$ cat config.mk
export PLATFORM = sky130hd
export DESIGN_NAME = byte_write_arbiter
export DESIGN_NICKNAME = d
export VERILOG_FILES = /design/src/rtl/byte_write_arbiter.sv
export SDC_FILE = /design/constraint.sdc
export NUM_CORES = 1
export LEC_CHECK = 0
export CORE_MARGIN = 5
export CORE_UTILIZATION = 42
export CTS_BUF_LIST = sky130_fd_sc_hd__clkbuf_4 sky130_fd_sc_hd__clkbuf_8
export DETAILED_ROUTE_END_ITERATION = 8
export PLACE_DENSITY = 0.92
export REMOVE_ABC_BUFFERS = 1
export SLEW_MARGIN = 30
export SYNTH_ARGS = -nofsm -noshare
export SYNTH_HDL_FRONTEND = slang
export SYNTH_SLANG_ARGS = --single-unit
$ cat constraint.sdc
create_clock -name clk -period 1.8 [get_ports clk]
set_input_delay 0.45 -clock clk [delete_from_list [all_inputs] [get_ports clk]]
set_output_delay 0.45 -clock clk [all_outputs]
set_load 0.02 [all_outputs]
$ cat src/rtl/byte_write_arbiter.sv
// Two-requester round-robin arbiter with lock support for one byte-enabled register write port.
// Latency: one cycle from an accepted beat to out_byteena/out_d/out_src.
// Backpressure: readies are combinational from state, prio and valids; a locked owner holds ready, the other waits.
module byte_write_arbiter #(
  parameter int NBYTES   = 2,
  parameter int MAX_LOCK = 16
) (
  input  logic                  clk,
  input  logic                  reset,
  input  logic                  req0_valid,
  output logic                  req0_ready,
  input  logic [NBYTES-1:0]     req0_byteena,
  input  logic [8*NBYTES-1:0]   req0_d,
  input  logic                  req0_lock,
  input  logic                  req1_valid,
  output logic                  req1_ready,
  input  logic [NBYTES-1:0]     req1_byteena,
  input  logic [8*NBYTES-1:0]   req1_d,
  input  logic                  req1_lock,
  output logic [NBYTES-1:0]     out_byteena,
  output logic [8*NBYTES-1:0]   out_d,
  output logic                  out_src,
  output logic                  lock_abort
);

  localparam int DW = 8 * NBYTES;
  localparam int CW = $clog2(MAX_LOCK + 1);

  typedef enum logic [1:0] {
    OPEN    = 2'd0,
    LOCKED0 = 2'd1,
    LOCKED1 = 2'd2
  } state_t;

  state_t          state;
  logic            prio;
  logic [CW-1:0]   cnt;

  logic            rdy0;
  logic            rdy1;
  logic            acc0;
  logic            acc1;
  logic            acc_any;
  logic [NBYTES-1:0] acc_byteena;
  logic [DW-1:0]   acc_d;
  logic            acc_lock;
  logic [CW-1:0]   cnt_inc;

  // Grant generation: locked owner always ready, otherwise single valid wins, ties go to prio.
  always_comb begin
    rdy0 = 1'b0;
    rdy1 = 1'b0;
    if (!reset) begin
      case (state)
        OPEN: begin
          if (req0_valid && req1_valid) begin
            rdy0 = ~prio;
            rdy1 = prio;
          end else begin
            rdy0 = req0_valid;
            rdy1 = req1_valid;
          end
        end
        LOCKED0: rdy0 = 1'b1;
        LOCKED1: rdy1 = 1'b1;
        default: begin
          rdy0 = 1'b0;
          rdy1 = 1'b0;
        end
      endcase
    end
  end

  assign req0_ready = rdy0;
  assign req1_ready = rdy1;

  // Readies are mutually exclusive, so at most one of these is high; acc1 doubles as the winner index.
  assign acc0        = req0_valid & rdy0;
  assign acc1        = req1_valid & rdy1;
  assign acc_any     = acc0 | acc1;
  assign acc_byteena = acc1 ? req1_byteena : req0_byteena;
  assign acc_d       = acc1 ? req1_d       : req0_d;
  assign acc_lock    = acc1 ? req1_lock    : req0_lock;
  assign cnt_inc     = cnt + CW'(1);

  // Arbitration state, lock counting and the registered write port.
  always_ff @(posedge clk) begin
    if (reset) begin
      state       <= OPEN;
      prio        <= 1'b0;
      cnt         <= '0;
      out_byteena <= '0;
      out_d       <= '0;
      out_src     <= 1'b0;
      lock_abort  <= 1'b0;
    end else begin
      lock_abort <= 1'b0;
      if (acc_any) begin
        out_byteena <= acc_byteena;
        out_d       <= acc_d;
        out_src     <= acc1;
        if (acc_lock && (cnt_inc < CW'(MAX_LOCK))) begin
          // Owner keeps the port; prio is left alone until it releases.
          state <= acc1 ? LOCKED1 : LOCKED0;
          cnt   <= cnt_inc;
        end else begin
          // Voluntary release or forced release at the beat limit.
          state      <= OPEN;
          cnt        <= '0;
          prio       <= ~acc1;
          lock_abort <= acc_lock;
        end
      end else begin
        // No write this cycle: drop strobes, keep data/source stable.
        out_byteena <= '0;
      end
    end
  end

endmodule

==> images/clock_map.png <==
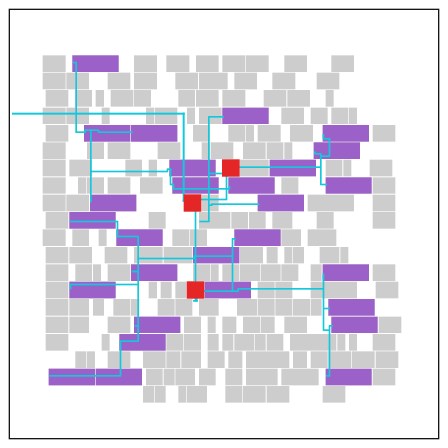
[cyan] clock wires | length: 308 um
[red] cells driving clock nets | count: 3
[purple] flip-flops | count: 28
routed clock nets: 4

==> images/final_placement.png <==
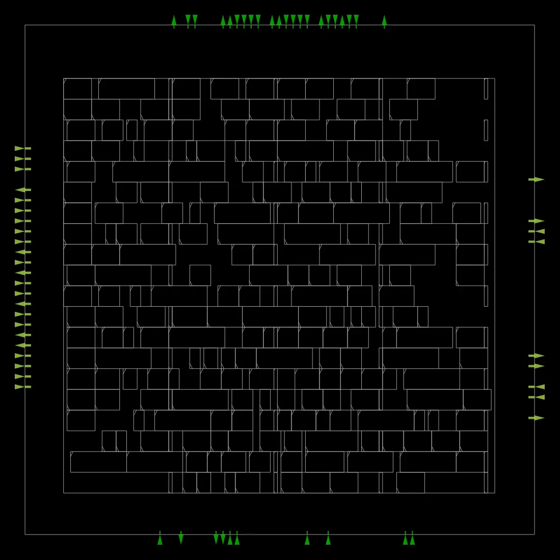
placement row count: 20
fill cell total of the finished layout: 262
number of well taps: 44

==> images/gate_families.png <==
The bar under the picture is 20 um long.
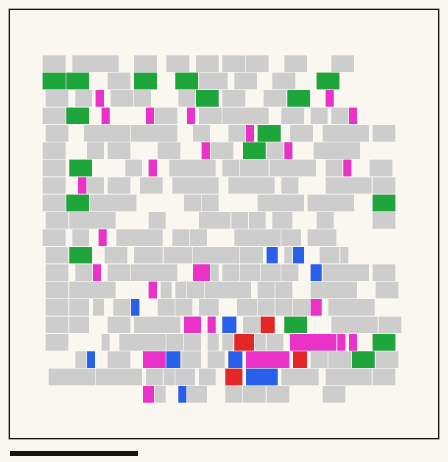
| colour | family | cells |
|---|---|---|
| red | AND and OR gates | 4 |
| blue | NAND gates | 10 |
| magenta | NOR gates | 25 |
| green | multiplexers | 17 |

==> images/wire_density.png <==
The die is cut into 13 by 13 equal tiles; black is low, pale yellow is high, scaled to the fullest tile. Values are wire area over tile area, all layers added.
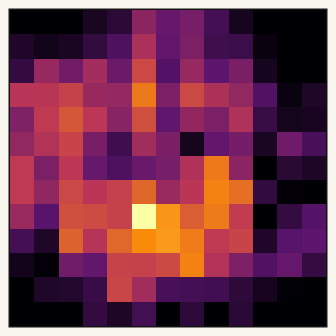
mean over tiles: 0.13
tiles over half the peak: 21%
emptiest ninth of the die: north-east

==> images/zoom.png <==
The bar under the picture is 10 um long. Region (21, 8) to (46, 33) um. Cells in grey, sequential cells in the stronger grey; small squares are vias.
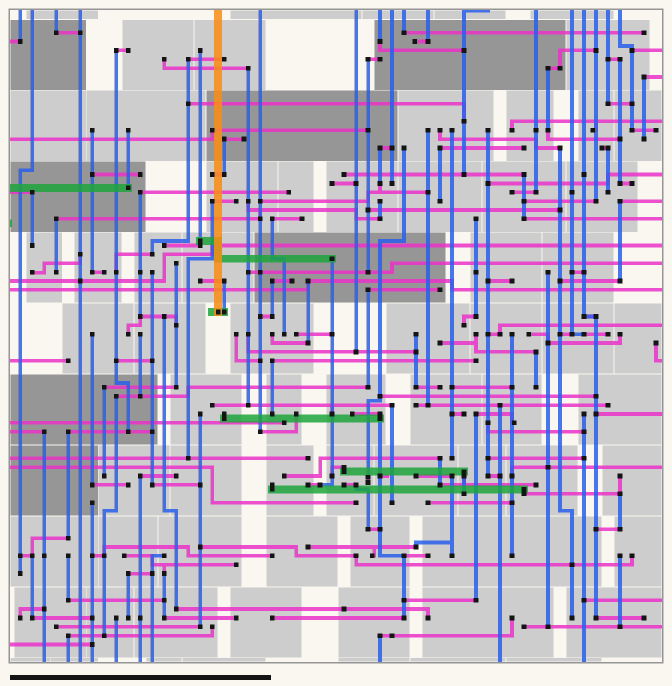
| colour | layer |
|---|---|
| magenta | met1 |
| green | met3 |
| orange | met4 |
| blue | met2 |
cells with their middle in the window: 60
most frequent: buf_4 (12), dfxtp_1 (5)
netlist names of flops here include: cnt (2), state (2)
sequential cells in the window: 5

==> flow_summary_export.csv <==
group,metric,value,unit
hold_path,holdCritPathClass,"register to register",
layout,post-route-util,71.6,%
yosys,number_of_enable_flip_flop_cells,0,
yosys,postSynth.asyncResetShare,0,%
yosys,post_synth_num_cell_types,37,
timing,finalWorstPathRequiredPeriod,1.75,ns
layout,mostFrequentLayoutCells,"clkdlybuf4s50_1 (55), dfxtp_1 (28), a211oi_1 (19), nor2_1 (18), buf_4 (18)",
critical_path,critical_path.startpoint,"out_d[7]",
critical_path,worst_path_dominant_cell_family,"buffers and inverters",
critical_path,cp_slowest_stage_delay,0.61,ns
placed_design,port_buffers,63,
detailed_routing,vias,1296,
grt,maximum_number_of_pins_on_one_net_before_global_route_repair,22,
clocking,cts.hold.buffers_added,0,
detailed_routing,detail_route.drc_violations,0,
grt,track_usage,16.4,%
critical_path,setup.worst_path.class,"register to primary output",
yosys,ys_seq_elements,28,
critical_path,rr_worst_depth,6,
layout,diodes,0,
timing,fin_worst_hold_slack,0.471,ns
critical_path,cp_endpoint_kind,"primary output",
floorplanning,boundaryPins,64,
floorplanning,initial_utilization,44.1,%
power,max-vdd-ir-drop,0.432,mV
detailed_routing,drt-pass1-iter-count,4,
clocking,clock_latency,0.32,ns
layout,post_route_cells_drive_above_1_share,14.7,%
yosys,synth_seq_share,41.3,%
clocking,cts_buffers,3,
run_status,outcome,"completed",
timing,timing.final.setup_violations,0,
critical_path,reg2reg_slack,0.18,ns
yosys,syn-instance-count,141,
grt,grt_first_pass_wirelength,5.58,mm
power,power.density_cell_area,672,mW/mm2
timing,timing_max_transition_violations_final,0,
timing,fmaxAchievable,573,MHz
floorplanning,die-width,66.9,um
timing,finClkSkew,0.00517,ns
clocking,cts_tree,"built",
layout,highest_count_logic_cell_in_the_final_layout,"clkdlybuf4s50_1",
yosys,post_synth_instance_area,0.00136,mm2
==> logic make-up (layout without fill, tap and decap cells) <==
kind of cell             Yosys count  in the layout  synth area share [%]
AND-OR/OR-AND                     39             39                  20.9
AND/OR/NAND/NOR                   39             39                  16.5
flip-flops                        28             28                  41.3
multiplexers                      17             17                  12.5
buffers and inverters             13             90                  5.25
XOR/XNOR                           4              4                  2.58
adder cells (fa/ha/maj)            1              1                 0.922
==> layer usage <==
layer / wire length (um) / GRT usage (%) / vias up
met5: 0 / 0 / -
met4: 27 / 3.80 / 0
met3: 256 / 4.38 / 4
met2: 1880 / 31.8 / 42
met1: 1400 / 17.1 / 582
li1: - / - / 668
==> where the power goes <==
| group | switching [W] | internal, W |
|---|---|---|
| Clock | 0.000178 | 0.000124 |
| Combinational | 0.000220 | 0.000265 |
| Sequential | 0.0000255 | 0.000668 |
| Total | 0.000424 | 0.00106 |
==> worst reg2reg max path, cell delays in order (launching register included) <==
cell and delay [ns]:
dfxtp_1 0.38, buf_4 0.16, nand2b_4 0.19, buf_4 0.16, a211oi_1 0.33, xnor2_1 0.11
a211oi_1 0.22
==> through the flow <==
step                      cell area, um2  setup WS, ns  instances
after floorplan                     1300         0.285        132
after global placement              2150        -0.446        258
after detailed placement            2150        -0.588        258
after CTS                           2190        0.0144        262
after global routing                2200       0.00136        262
final                               2200        0.0548        262
==> how the worst min path moves through the flow <==
stage | from | to | slack (ns) | depth (start not counted)
4_1_cts | out_d[13] | out_d[13] | 0.48 | 2
3_5_place_dp | out_d[13] | out_d[13] | 0.45 | 2
5_1_grt | out_d[13] | out_d[13] | 0.50 | 2
6_report | out_d[13] | out_d[13] | 0.47 | 2
2_1_floorplan | cnt[4] | cnt[4] | 0.47 | 1
3_3_place_gp | out_d[14] | out_d[14] | 0.45 | 2
==> timing repair <==
action,4_1_cts,5_1_grt
gates resized,16,5
endpoints found under the setup margin,6,8
buffers inserted,0,0
==> state kept, by name (all words and copies together), names as in the netlist <==
register / flops
out_d: 16
cnt: 5
out_src: 1
out_byteena: 2
lock_abort: 1
state: 2
prio: 1
==> final cells by class <==
class / count / area [um2] / area share [%]
Tap cell: 44 / 55.1 / 2.50
Multi-Input combinational cell: 100 / 738 / 33.5
Clock buffer: 4 / 36.3 / 1.65
Sequential cell: 28 / 561 / 25.4
Inverter: 4 / 15.0 / 0.681
Timing Repair Buffer: 82 / 798 / 36.2
==> cell usage after synthesis, drive strengths merged (2+ instances only) <==
| cell type | n |
|---|---|
| nor3b | 3 |
| clkbuf | 2 |
| o21ai | 6 |
| nand3 | 3 |
| mux2i | 17 |
| a32oi | 2 |
| a211oi | 19 |
| nor2 | 19 |
| a21oi | 5 |
| xnor2 | 3 |
| nand2b | 4 |
| buf | 7 |
| nor3 | 3 |
| nand2 | 3 |
| inv | 4 |
| dfxtp | 28 |
No activity file was given, so power comes from the tool's default toggle rates.
